Design bcd2bin4digit, sky130hd; sources not shown.
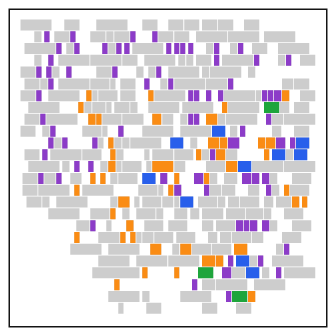
*Gate-type map, run 1*
Key: purple = nand cells [cells 75]; orange = nor cells [cells 45]; green = mux cells [cells 3]; blue = xor and xnor cells [cells 10]
combinational fraction of the cell area: 50.8%
top logic cell by instance count in the layout: sky130_fd_sc_hd__nand2_1

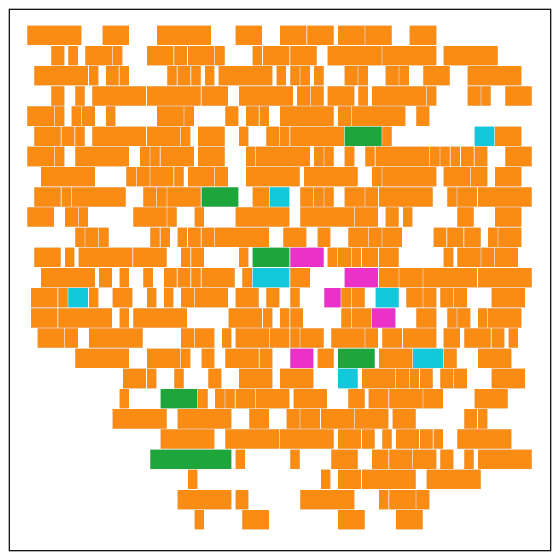
*Cell sizes after repair, run 1*
Key: magenta = _2 cells [cells 5, share 1.5%, most used a21oi_2]; orange = _0 and _1 cells [cells 326, share 95%, most used nand2_1]; cyan = _3 and _4 cells [cells 7, share 2.0%, most used buf_4]; green = _6 and larger [cells 6, share 1.7%, most used clkbuf_8]
slack of the critical path: 0.350 ns
non-clock buffer total of the final layout: 35
Design Area, Final: 3030 sq um

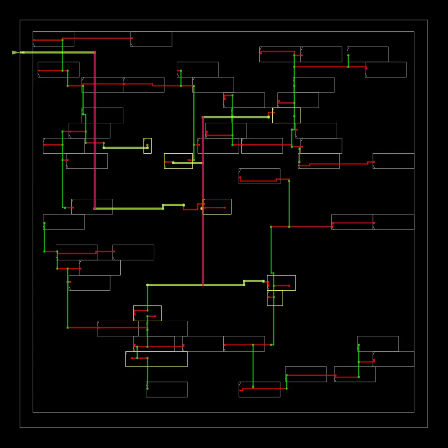
*Clock wiring as the flow saved it, run 1*
worst clock skew: 0.0131 ns
clock network power: 375 uW
CLK BUF: 5

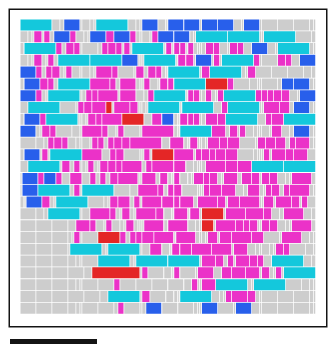
*Cells coloured by class, run 1*
Bar = 20 um. Fill, decap, tap and diode cells in grey.
Key: magenta = combinational and other logic [cells 255, share of their area 54%]; blue = remaining buffers and delay cells [cells 35, share of their area 12%]; red = clock drivers and dummy loads [cells 8, share of their area 3.7%]; cyan = sequential cells [cells 46, share of their area 31%]
row cnt: 25
flip-flop and latch share of the layout cell area: 30.4%

==> run summary <==
The run has ended; figures from its reports follow.

The flow ran to the end, and the final reports show no timing, DRC or antenna violations. Sorting the Yosys area breakdown by cell type puts at the top sky130_fd_sc_hd__dfxtp_1. The proportion of synthesized flip-flops having asynchronous set or reset came out at 0%. The pre-CTS worst setup slack is 0.364 ns. The overall die size recorded for this design is 5300 sq um. The switching share of power is 25.0%. The clock network power share is 36.8%. For the worst flop-to-flop path, the logic depth is 13. The net count of the finished layout came out at 391. For this design, the CTS-stage hold fixing added 0 buffers. The timing report shows the most common cell along the critical path to be sky130_fd_sc_hd__fa_1. The post-CTS repair timing setup buffer count came out at 0.

Before any placement, the netlist area is recorded as 2600 sq um. The flip-flop count of the largest register, all copies and words added is 14. Per report_power, the combinational group accounts for 11.2% of the total.

The setup TNS came out at 0 ns. The number of cells in Yosys stat came out at 320. The number of nets in the synthesized netlist is 368. The via count of the first global-routing pass is 2,103. For reference, the top cells by count after synthesis are sky130_fd_sc_hd__nand2_1 (62), sky130_fd_sc_hd__dfxtp_1 (46), sky130_fd_sc_hd__a21oi_1 (39), sky130_fd_sc_hd__ha_1 (27), sky130_fd_sc_hd__nor2_1 (24). For this run, the number of standard cells in the final layout without fillers is 398. The worst-margin pin slew is 0.983 ns. The arrival time reported for the critical path endpoint came out at 3.50 ns. The total leakage power is 1.28 nW.

The post-cts repair resize count is 0. Overall routing resource usage recorded by global route was 23.5%. The chip area line of the yosys report came out at 2600 sq um.

The required time at the worst-slack endpoint came out at 3.85 ns. The number of antenna violations at the first check in global routing came out at 0. By area the synthesized netlist is led by sky130_fd_sc_hd__dfxtp_1 (35%), sky130_fd_sc_hd__ha_1 (13%), sky130_fd_sc_hd__nand2_1 (8.9%). Counting the fill cells in the layout gives 406. The setup path with the least slack is of type reg -> reg. The share of Yosys cell area claimed by the top area cell type came out at 35.4%. The total congestion overflow came out at 0.

The global routing report lists met1 layer usage as 28.1%. During placement, the flow inserted port buffers numbering 33. The worst hold path passes through 2 cells. For met3 alone, demand over resource in global routing was 5.80%. The remaining max-slew budget at the tightest pin came out at 34.2%. The total of flip-flops plus latches after synthesis came out at 46. The HPWL reported at the end of detailed placement came out at 4310 um.

The number of clock sinks seen by CTS is 46. The cell with the biggest individual delay on the critical path is sky130_fd_sc_hd__fa_1. Summed over all nets, the switching power comes to 254 uW. The via count normalized by instance count came out at 5.74. The count of vias placed by the detailed router came out at 2,286. Total power for the finished layout comes to 1.02 mW. The cell sequence reported for the critical path is inv_1, ha_1, a222oi_1, nand2_1, o21ai_0, fa_1, fa_1, nor2b_4, o211ai_2, a21oi_1, o31ai_2, nor3b_1, a21o_1. The peak-usage layer in the global routing report is met2. The area growth from synthesis to final layout came out at 16.3%.

The maximum fanout count along the critical path came out at 5. The fraction of the core area covered by cells at the end of the flow is 65.4%. TritonCTS built the clock tree.

The cell at the root of the clock tree is sky130_fd_sc_hd__clkbuf_8. The tally of unique sky130hd cells used after synthesis is 47. Clock tree synthesis inserted a total of 5 buffers. The final timing report lists a hold violation count of 0.

The highest clock rate came out at 303 MHz. The clock period minus worst slack came out at 3.30 ns. The proportion of layout cells with a drive suffix above 1 came out at 5.23%. The number of search-and-repair iterations in the first detailed-routing pass came out at 4. The timing report lists the critical path depth as 13 cells. The met2 wire length came out at 2780 um. Internal power comes to 764 uW. Looking at the worst setup and hold paths, the clock pins of their registers show a slew of 0.09 ns.

Sequential cells were found to cover 35.4% of the synthesized design area. Across all register-to-register paths, the minimum setup slack is 0.35 ns. The dominant register cell is sky130_fd_sc_hd__dfxtp_1.

In the final routed layout, each cell accounts on average for 14.3 um. The synthesized area divided by synthesized cell count is 8.13 sq um. The type of destination of the critical path is a flop. The total placed cells including tap cells is 390. The clock tree buffer depth came out at 2. After detailed routing, the number of remaining DRC violations is 0. The instance tally after logic synthesis is 320. Looking at the clock tree report, the H-tree level count equals 2. The min-delay analysis places its worst path in the category reg -> reg.

The portion of total power attributed to sequential cells came out at 52.0%. Together, buffers and inverters on the worst path number 1. Setup repair after global routing left no endpoint under its margin.

The number of diodes added for antenna fixing is 0. The number of enable-type register cells in the synthesized netlist came out at 0. The final-report max-slew violation count came out at 0. In this run, the number of DRC markers left after iteration 0 of detailed routing was 160.

The worst setup path is launched from a flop. The longest individual stage delay on the worst path came out at 0.51 ns. Summed over all layers, the routed wires come to 5690 um.

Endpoints with negative setup slack in the final report add up to 0. The worst path uses 90.4% of the clock period. The tool flagged a number of max-cap violations equal to 0. The floorplan step defined a core boundary enclosing 4630 sq um. The synthesis stats list as the most numerous cell sky130_fd_sc_hd__nand2_1. According to the I/O placement log, the pin count is 35. For this run, global-route usage on met2 was measured as 40.3%. The wire length on met1 came out at 2530 um. The die is 72.8 um wide. The pin count of the biggest net entering global routing came out at 45.

For this configuration, the core starts out at a cell density of 56.2%. The power per standard cell area is 336 nW/um^2. Per the detail_route log, met3 wirelength is 268 um.

The vertical die dimension is 72.8 um. The uppermost layer routed is met4. The final antenna-violating net count came out at 0. The maximum ir drop on the vdd rail is 0.194 mV. The clock network latency to the later pin of the worst-skew pair came out at 0.30 ns.

The number of synthesis warnings came out at 0. The total number of warnings across the stage logs came out at 30. The kind of cell with the highest combined delay along the critical path is adder cells.

The wire length of the first global-routing pass came out at 9690 um.
## run 1: placed cells by master (no fill, tap or decap), drive strengths merged, types with 4 or more instances in the layout
| cell | instances |
|---|---|
| a222oi | 4 |
| nor3b | 6 |
| nand2 | 63 |
| inv | 13 |
| o21ai | 9 |
| xnor2 | 5 |
| xor2 | 5 |
| nor3 | 9 |
| a21oi | 41 |
| nand3 | 8 |
| dfxtp | 46 |
| ha | 27 |
| clkbuf | 5 |
| nor2 | 24 |
| clkdlybuf4s50 | 32 |
## run 1: layout make-up
type                       count  area [sq um]  share of cell area, %
multi-input combinational    242          1540                   50.8
tap                           54          67.6                   2.23
clock inverter                 3          41.3                   1.36
inverter                      13          48.8                   1.61
clock buffer                   5          68.8                   2.27
timing repair buffer          35           343                   11.3
sequential                    46           921                   30.4
## run 1: per-stage QoR
step,hold slack [ns],cell area [sq um]
2_1_floorplan,0.432,2600
3_3_place_gp,0.443,2920
3_5_place_dp,0.448,2920
4_1_cts,0.459,3030
5_1_grt,0.488,3030
6_report,0.456,3030
## run 1: kinds of logic (layout without fill, tap and decap cells)
kind of cell,after synthesis,count (layout),share of synthesized area [%]
simple gates,127,127,22.6
flops,46,46,35.4
buf+inv,32,56,5.58
mux,3,3,1.15
fa+ha+maj,29,29,14.5
other cells,1,1,0.144
xor+xnor,10,10,3.37
compound gates,72,72,17.3
## run 1: power by group through the flow
| stage | Combinational [mW] | Sequential [mW] | Clock (mW) |
|---|---|---|---|
| 2_1_floorplan | 0.0798 | 0.535 | 0 |
| 3_3_place_gp | 0.111 | 0.541 | 0 |
| 3_5_place_dp | 0.113 | 0.541 | 0 |
| 4_1_cts | 0.114 | 0.529 | 0.384 |
| 5_1_grt | 0.127 | 0.532 | 0.407 |
| 6_report | 0.114 | 0.530 | 0.375 |
Power figures rest on the tool's default switching activity, not on a simulated workload.
